$ cat src/rtl/cnn_seq_pkg.sv
// Shared types and helpers for the CNN layer sequencer: state codes, load
// sub-phases, default dimensions and small derivation functions.
package cnn_seq_pkg;

  typedef enum logic [3:0] {
    S_IDLE  = 4'd0,
    S_L_IMG = 4'd1,
    S_L_W1  = 4'd2,
    S_L_W2  = 4'd3,
    S_L_W3  = 4'd4,
    S_GAP   = 4'd5,
    S_R_L1  = 4'd6,
    S_R_L2  = 4'd7,
    S_R_L3  = 4'd8,
    S_FIN   = 4'd9,
    S_ERR   = 4'd10
  } state_e;

  typedef enum logic [1:0] {
    PH_SETUP,
    PH_ACCEPT,
    PH_TAIL
  } phase_e;

  localparam int IMG_SIZE_DEF = 18;
  localparam int N_K1_DEF     = 6;
  localparam int N_K2_DEF     = 16;
  localparam int N_K3_DEF     = 32;
  localparam int KSZ_DEF      = 9;
  localparam int TIMEOUT_DEF  = 65535;

  function automatic int img_words(input int side);
    return side * side;
  endfunction

  function automatic int w_words(input int n_k, input int ksz);
    return n_k * ksz;
  endfunction

  // Wide enough to hold the value TIMEOUT itself.
  function automatic int tmo_width(input int tmo);
    return (tmo < 1) ? 1 : $clog2(tmo + 1);
  endfunction

  function automatic logic is_load(input state_e s);
    return (s == S_L_IMG) || (s == S_L_W1) || (s == S_L_W2) || (s == S_L_W3);
  endfunction

  // State entered after the GAP that follows s.
  function automatic state_e next_state(input state_e s, input logic reuse);
    case (s)
      S_L_IMG: return reuse ? S_R_L1 : S_L_W1;
      S_L_W1:  return S_L_W2;
      S_L_W2:  return S_L_W3;
      S_L_W3:  return S_R_L1;
      S_R_L1:  return S_R_L2;
      S_R_L2:  return S_R_L3;
      S_R_L3:  return S_FIN;
      default: return S_IDLE;
    endcase
  endfunction

  // {conv_weight3, conv_weight2, conv_weight1, img_input}
  function automatic logic [3:0] load_strobe(input state_e s);
    case (s)
      S_L_IMG: return 4'b0001;
      S_L_W1:  return 4'b0010;
      S_L_W2:  return 4'b0100;
      S_L_W3:  return 4'b1000;
      default: return 4'b0000;
    endcase
  endfunction

  // {srt_layer3, srt_layer2, srt_layer1}
  function automatic logic [2:0] run_strobe(input state_e s);
    case (s)
      S_R_L1:  return 3'b001;
      S_R_L2:  return 3'b010;
      S_R_L3:  return 3'b100;
      default: return 3'b000;
    endcase
  endfunction

endpackage

$ cat src/rtl/cnn_load_addr_gen.sv
// Load-bus word counter: absolute word index, kernel-relative address
// (index mod KSZ) and a flag marking the final word of the current segment.
module cnn_load_addr_gen #(
  parameter int KSZ = 9
) (
  input  logic        clk,
  input  logic        reset_n,
  input  logic        clr_i,
  input  logic        inc_i,
  input  logic [15:0] words_i,
  output logic [15:0] idx_o,
  output logic [15:0] kaddr_o,
  output logic        last_o
);

  logic [15:0] idx_q;
  logic [15:0] kaddr_q;

  always_ff @(posedge clk or negedge reset_n) begin
    if (!reset_n) begin
      idx_q   <= '0;
      kaddr_q <= '0;
    end else if (clr_i) begin
      idx_q   <= '0;
      kaddr_q <= '0;
    end else if (inc_i) begin
      idx_q   <= idx_q + 16'd1;
      kaddr_q <= (kaddr_q == 16'(KSZ - 1)) ? 16'd0 : kaddr_q + 16'd1;
    end
  end

  assign idx_o   = idx_q;
  assign kaddr_o = kaddr_q;
  assign last_o  = (idx_q == words_i - 16'd1);

endmodule

$ cat src/rtl/cnn_layer_sequencer.sv
// Streams image and kernel weights onto the convolution load bus, then runs
// layers 1..3 in order with a per-layer timeout. All outputs are registered.
module cnn_layer_sequencer
  import cnn_seq_pkg::*;
#(
  parameter int IMG_SIZE = IMG_SIZE_DEF,
  parameter int N_K1     = N_K1_DEF,
  parameter int N_K2     = N_K2_DEF,
  parameter int N_K3     = N_K3_DEF,
  parameter int KSZ      = KSZ_DEF,
  parameter int TIMEOUT  = TIMEOUT_DEF
) (
  input  logic        clk,
  input  logic        reset_n,
  input  logic        start,
  input  logic        reuse_w,
  input  logic        abort,
  input  logic        s_valid,
  output logic        s_ready,
  input  logic [15:0] s_data,
  output logic [15:0] data,
  output logic [15:0] addr,
  output logic        we,
  output logic        img_input,
  output logic        conv_weight1,
  output logic        conv_weight2,
  output logic        conv_weight3,
  output logic        srt_layer1,
  output logic        srt_layer2,
  output logic        srt_layer3,
  input  logic        done_layer1,
  input  logic        done_layer2,
  input  logic        done_layer3,
  output logic        busy,
  output logic        done,
  output logic        err,
  output logic [3:0]  state_o
);

  localparam int          TW        = tmo_width(TIMEOUT);
  localparam logic [15:0] IMG_WORDS = 16'(img_words(IMG_SIZE));
  localparam logic [15:0] W1_WORDS  = 16'(w_words(N_K1, KSZ));
  localparam logic [15:0] W2_WORDS  = 16'(w_words(N_K2, KSZ));
  localparam logic [15:0] W3_WORDS  = 16'(w_words(N_K3, KSZ));

  state_e        state_q, ret_q;
  phase_e        phase_q;
  logic          reuse_q;
  logic [TW-1:0] tcnt_q;
  logic          s_ready_q, we_q, busy_q, done_q, err_q;
  logic [15:0]   data_q, addr_q;
  logic [3:0]    ld_strb_q;
  logic [2:0]    srt_q;

  logic [15:0]   words, idx, kaddr;
  logic          last, accept, gen_clr, done_sel;

  // NOTE: every signal assigned in always_comb gets a default first, so no path leaves it unassigned and no latch is inferred.
  always_comb begin
    words    = '0;
    done_sel = 1'b0;
    case (state_q)
      S_L_IMG: words = IMG_WORDS;
      S_L_W1:  words = W1_WORDS;
      S_L_W2:  words = W2_WORDS;
      S_L_W3:  words = W3_WORDS;
      S_R_L1:  done_sel = done_layer1;
      S_R_L2:  done_sel = done_layer2;
      S_R_L3:  done_sel = done_layer3;
      default: ;
    endcase
  end

  assign accept  = s_valid & s_ready_q;
  // Counter restarts during each setup cycle, so every load segment begins at word 0.
  assign gen_clr = abort | ~is_load(state_q) | (phase_q == PH_SETUP);

  cnn_load_addr_gen #(.KSZ(KSZ)) u_addr_gen (
    .clk     (clk),
    .reset_n (reset_n),
    .clr_i   (gen_clr),
    .inc_i   (accept),
    .words_i (words),
    .idx_o   (idx),
    .kaddr_o (kaddr),
    .last_o  (last)
  );

  // NOTE: sequential state uses non-blocking assignments so every register samples pre-edge values.
  always_ff @(posedge clk or negedge reset_n) begin
    if (!reset_n) begin
      state_q <= S_IDLE;  ret_q  <= S_IDLE;  phase_q <= PH_SETUP;
      reuse_q <= 1'b0;    tcnt_q <= '0;
      s_ready_q <= 1'b0;  we_q <= 1'b0;  busy_q <= 1'b0;  done_q <= 1'b0;  err_q <= 1'b0;
      data_q <= '0;  addr_q <= '0;  ld_strb_q <= '0;  srt_q <= '0;
    end else if (abort) begin
      state_q <= S_IDLE;  ret_q  <= S_IDLE;  phase_q <= PH_SETUP;
      reuse_q <= 1'b0;    tcnt_q <= '0;
      s_ready_q <= 1'b0;  we_q <= 1'b0;  busy_q <= 1'b0;  done_q <= 1'b0;  err_q <= 1'b0;
      data_q <= '0;  addr_q <= '0;  ld_strb_q <= '0;  srt_q <= '0;
    end else begin
      we_q   <= 1'b0;
      done_q <= 1'b0;
      case (state_q)
        S_IDLE, S_ERR: begin
          if (start) begin
            state_q   <= S_L_IMG;
            reuse_q   <= reuse_w;
            err_q     <= 1'b0;
            busy_q    <= 1'b1;
            phase_q   <= PH_SETUP;
            ld_strb_q <= load_strobe(S_L_IMG);
          end
        end
        S_L_IMG, S_L_W1, S_L_W2, S_L_W3: begin
          case (phase_q)
            PH_SETUP: begin
              s_ready_q <= 1'b1;
              phase_q   <= PH_ACCEPT;
            end
            PH_ACCEPT: begin
              if (accept) begin
                we_q   <= 1'b1;
                data_q <= s_data;
                addr_q <= (state_q == S_L_IMG) ? idx : kaddr;
                if (last) begin
                  s_ready_q <= 1'b0;
                  phase_q   <= PH_TAIL;
                end
              end
            end
            default: begin
              state_q   <= S_GAP;
              ret_q     <= next_state(state_q, reuse_q);
              ld_strb_q <= '0;
            end
          endcase
        end
        S_R_L1, S_R_L2, S_R_L3: begin
          if (done_sel) begin
            state_q <= S_GAP;
            ret_q   <= next_state(state_q, reuse_q);
            srt_q   <= '0;
          end else if (tcnt_q == TW'(TIMEOUT - 1)) begin
            state_q <= S_ERR;
            err_q   <= 1'b1;
            busy_q  <= 1'b0;
            srt_q   <= '0;
          end else begin
            tcnt_q <= tcnt_q + 1'b1;
          end
        end
        S_GAP: begin
          state_q   <= ret_q;
          phase_q   <= PH_SETUP;
          tcnt_q    <= '0;
          ld_strb_q <= load_strobe(ret_q);
          srt_q     <= run_strobe(ret_q);
          done_q    <= (ret_q == S_FIN);
        end
        S_FIN: begin
          state_q <= S_IDLE;
          busy_q  <= 1'b0;
        end
        default: state_q <= S_IDLE;
      endcase
    end
  end

  assign s_ready      = s_ready_q;
  assign data         = data_q;
  assign addr         = addr_q;
  assign we           = we_q;
  assign img_input    = ld_strb_q[0];
  assign conv_weight1 = ld_strb_q[1];
  assign conv_weight2 = ld_strb_q[2];
  assign conv_weight3 = ld_strb_q[3];
  assign srt_layer1   = srt_q[0];
  assign srt_layer2   = srt_q[1];
  assign srt_layer3   = srt_q[2];
  assign busy         = busy_q;
  assign done         = done_q;
  assign err          = err_q;
  assign state_o      = state_q;

endmodule

$ cat config.mk
export PLATFORM = sky130hd
export DESIGN_NAME = cnn_layer_sequencer
export DESIGN_NICKNAME = d
export VERILOG_FILES = /design/src/rtl/cnn_seq_pkg.sv /design/src/rtl/cnn_load_addr_gen.sv /design/src/rtl/cnn_layer_sequencer.sv
export SDC_FILE = /design/constraint.sdc
export NUM_CORES = 1
export LEC_CHECK = 0
export ABC_AREA = 1
export CORE_MARGIN = 2
export CORE_UTILIZATION = 30
export CTS_BUF_LIST = sky130_fd_sc_hd__clkbuf_8
export DETAILED_ROUTE_END_ITERATION = 8
export PLACE_DENSITY_LB_ADDON = 0.3
export SLEW_MARGIN = 0
export SYNTH_ARGS = -nofsm -noshare
export SYNTH_HDL_FRONTEND = slang
export SYNTH_SLANG_ARGS = --single-unit
export TNS_END_PERCENT = 5
$ cat constraint.sdc
create_clock -name clk -period 2.65 [get_ports clk]
set_input_delay 0.3975 -clock clk [delete_from_list [all_inputs] [get_ports clk]]
set_output_delay 0.3975 -clock clk [all_outputs]
set_load 0.02 [all_outputs]
==> results.yml, run 1 <==
# physical design summary
timing:
  slew_violations: 0
  finalHoldViolations: 0
  final_period_minus_worst_setup_slack_ps: 2280
  layout_worst_path_cycle_share_pct: 86.2
power:
  dominant_power_group: "registers"
  pwr.group.combinational_w: 0.00141
  static-leakage-power_nw: 3.16
  power.total_w: 0.00425
  powerDensity_mw_per_mm2: 607
  clock_power_w: 0.00114
layout:
  fin_area_mm2: 0.00700
  layout.buffer.nonclock.area_share_pct: 11.9
  sequential_share_of_cell_area_pct: 36.8
  utilization_pct: 37.3
  combAreaFraction_pct: 39.4
  layout_cells_excl_fill: 1081
  register_area_mm2: 0.00258
  layout_top_cell: "sky130_fd_sc_hd__nand2_1"
  clkbuf_count: 9
  layout-drive-gt1-share_pct: 8.74
worst_setup_path:
  critical_path.endpoint_type: "register"
  critPathRequiredTime_ps: 2940
  crit_path_start: "state_o[2]"
synth:
  synth.top_cells.by_count: "200 x sky130_fd_sc_hd__nand2_1, 103 x sky130_fd_sc_hd__dfrtp_1, 81 x sky130_fd_sc_hd__nand3_1"
  netlist-cell-type-count: 42
  mux_share_pct: 0
  postSynthAreaPerCell_um2: 7.51
  synth_cells: 768
  post_synth_area_from_yosys_stat_mm2: 0.00577
  post_synth_xor_xnor_area_pct: 1.37
clocking:
  clk_sink_count: 103
  cts_inserted_buffers: 9
  cts_setup_buffers: 0
floorplan:
  number_of_placement_rows: 50
grt:
  grt_overflow_total: 0
  grt_use_met2_pct: 26.9
  grt_util_met1_pct: 21.9
placed_design:
  placed_cells: 1066
  dpl_worst_slack_ps: 407
  postPlaceCellArea_mm2: 0.00678
route:
  dr_wl_met2_um: 7660
  drt-wirelength-per-cell_um: 14.7
  ant_nets: 0
  via_count: 5302
outcome:
  status: "completed"
[run 1: worst max-delay path: cells and delay by family (launching register included)]
kind | cells | cell delay (ps)
compound gates | 1 | 170
fa+ha+maj | 1 | 350
buf+inv | 1 | 40
flops | 1 | 480
simple gates | 11 | 1110
[run 1: flip-flops by register name, summed over array words and instances (netlist names)]
| signal | count |
|---|---|
| ret_q | 4 |
| err | 1 |
| we | 1 |
| u_addr_gen.idx_o | 16 |
| state_o | 4 |
| srt_q | 3 |
| tcnt_q | 16 |
| reuse_q | 1 |
| phase_q | 2 |
| addr | 16 |
| busy | 1 |
| done | 1 |
| s_ready | 1 |
| u_addr_gen.kaddr_o | 16 |
| data | 16 |
| ld_strb_q | 4 |
Run 1, drive-strength map:
The bar under the picture is 50 um long.
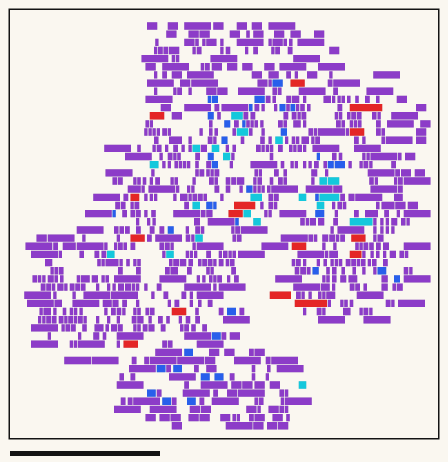
size	colour	cells	share
_6 and larger	red	15	1.8%
_3 and _4 cells	cyan	21	2.5%
_2 cells	blue	38	4.5%
_0 and _1 cells	purple	773	91%

Run 1, the metal 2 layer:
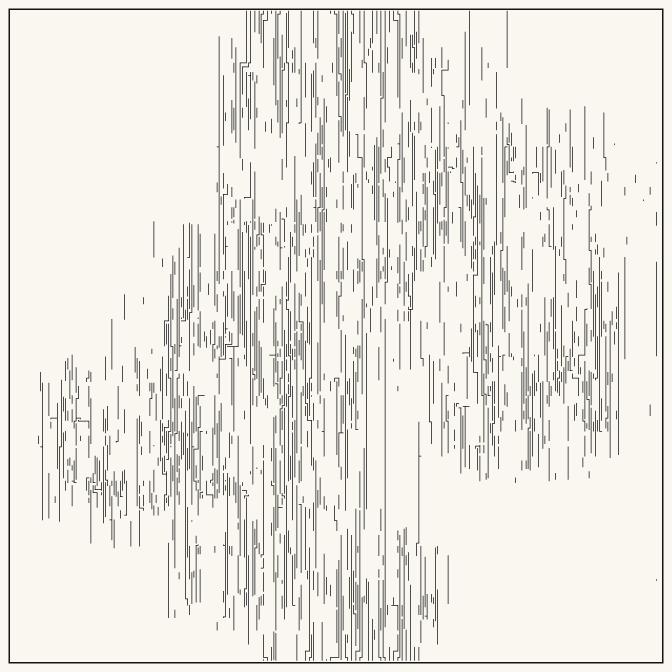
wire length on this layer	7660 um
main direction	vertical
share of all routed wire	48%

Run 1, clock network drawn from the DEF:
The bar under the picture is 50 um long.
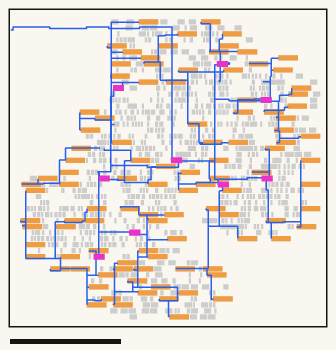
[clock drivers] magenta | count: 9
[clock wires] blue | length: 1520 um
[flip-flops] orange | count: 103
routed clock nets	10
flops lie	spread over the die

==> run 1 -> run 2 <==
Settings changed: CAP_MARGIN set to 20.
Run 2, clock wiring as the flow saved it:
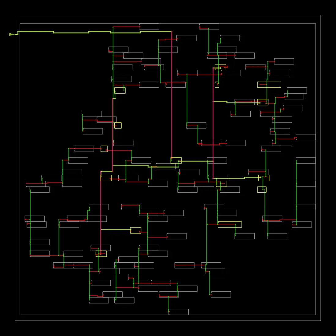
number of clock buffers inserted by TritonCTS: 9
Flops: 103

Run 2, close-up of the layout:
Region (92, 21) to (122, 51) um. Cells in grey, sequential cells in the stronger grey; small squares are vias.
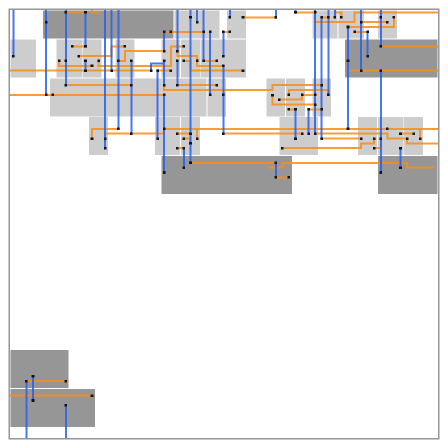
layer	colour
metal 1	orange
metal 2	blue
cells with their middle in the window	27
sequential cells in the window	4
most frequent	nand2_1 (9)
netlist names of flops here include	tcnt_q (3), data (1)

==> run 2 against run 1 <==
Compared with the run above:
- power unchanged
- first-iteration DRC count unchanged
- setup slack unchanged
- clock power about the same
- global-route usage unchanged
- combinational power about the same
- sequential power about the same
- wire length unchanged
- die area unchanged
- flip-flop count unchanged
- cell area unchanged
- worst hold slack unchanged
- highest routed layer unchanged
==> results.yml, run 2 <==
# physical design summary
outcome:
  status: "completed"
floorplan:
  number_of_placement_rows: 50
grt:
  grt_use_met2_pct: 26.9
  grt_pass1_vias: 5039
  grt_overflow_total: 0
synth:
  ys_seq_share_pct: 44.7
  synth.top_cells.by_count: "200 x sky130_fd_sc_hd__nand2_1, 103 x sky130_fd_sc_hd__dfrtp_1, 81 x sky130_fd_sc_hd__nand3_1"
  top_cell_area_share_pct: 44.7
  post_synth_xor_xnor_area_pct: 1.37
  synth_cells: 768
  postSynthAreaPerCell_um2: 7.51
  mux_share_pct: 0
timing:
  final_period_minus_worst_setup_slack_ps: 2280
  slew_violations: 0
  finalHoldViolations: 0
  layout_worst_path_cycle_share_pct: 86.2
power:
  static-leakage-power_nw: 3.16
  clock_power_w: 0.00114
  dominant_power_group: "registers"
  powerDensity_mw_per_mm2: 607
  pwr.group.combinational_w: 0.00141
  power.total_w: 0.00425
worst_setup_path:
  critical_path_depth: 14
  critical-path-max-stage-delay_ps: 480
  crit_path_buffers_inverters: 1
  critical_path.endpoint_type: "register"
  top_delay_family_on_crit_path: "simple AND/OR/NAND/NOR gates"
  critPathRequiredTime_ps: 2940
  crit_path_start: "state_o[2]"
placed_design:
  placed_cells: 1066
  port-buffer-count: 72
  postPlaceCellArea_mm2: 0.00678
layout:
  layout-drive-gt1-share_pct: 8.74
  fin_area_mm2: 0.00700
  layout_cells_excl_fill: 1081
  utilization_pct: 37.3
  layout_top_cell: "sky130_fd_sc_hd__nand2_1"
  register_area_mm2: 0.00258
clocking:
  clk_sink_count: 103
route:
  detail_route.vias_per_cell: 4.90
  drc: 0
  via_count: 5302
  drt-wirelength-per-cell_um: 14.7
job:
  maxCapViolations: 0
Run 2, the metal 2 layer:
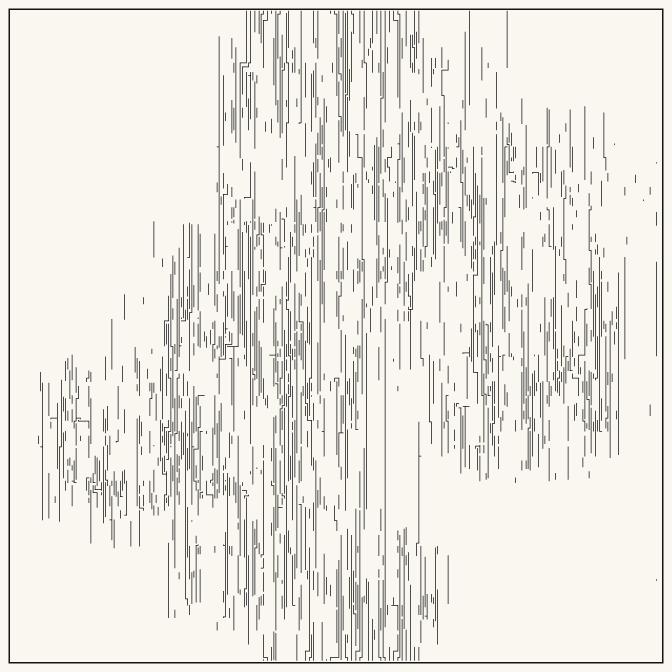
main direction	vertical
longest straight run	67.3 um
wire length on this layer	7660 um
share of all routed wire	48%

-- run 2: cells by family (layout without fill, tap and decap cells) --
| logic type | Yosys count | after routing |
|---|---|---|
| flip-flops | 103 | 103 |
| adder cells (fa/ha/maj) | 6 | 6 |
| AND-OR/OR-AND | 131 | 131 |
| buffers and inverters | 107 | 186 |
| XOR/XNOR | 9 | 9 |
| AND/OR/NAND/NOR | 412 | 412 |
-- run 2: area by class of cell --
type	instances	share of cell area, %
tap	234	4.18
clock inverter	6	1.34
inverter	85	4.56
timing repair buffer	86	11.9
clock buffer	9	1.77
multi-input combinational	558	39.4
sequential	103	36.8
-- run 2: layer usage --
layer / share of wire, % / vias up
met5: 0 / -
met4: 1.4 / 0
met3: 3.6 / 14
met2: 48 / 80
met1: 47 / 2520
li1: - / 2688
Power is estimated from default activity; no workload was simulated.
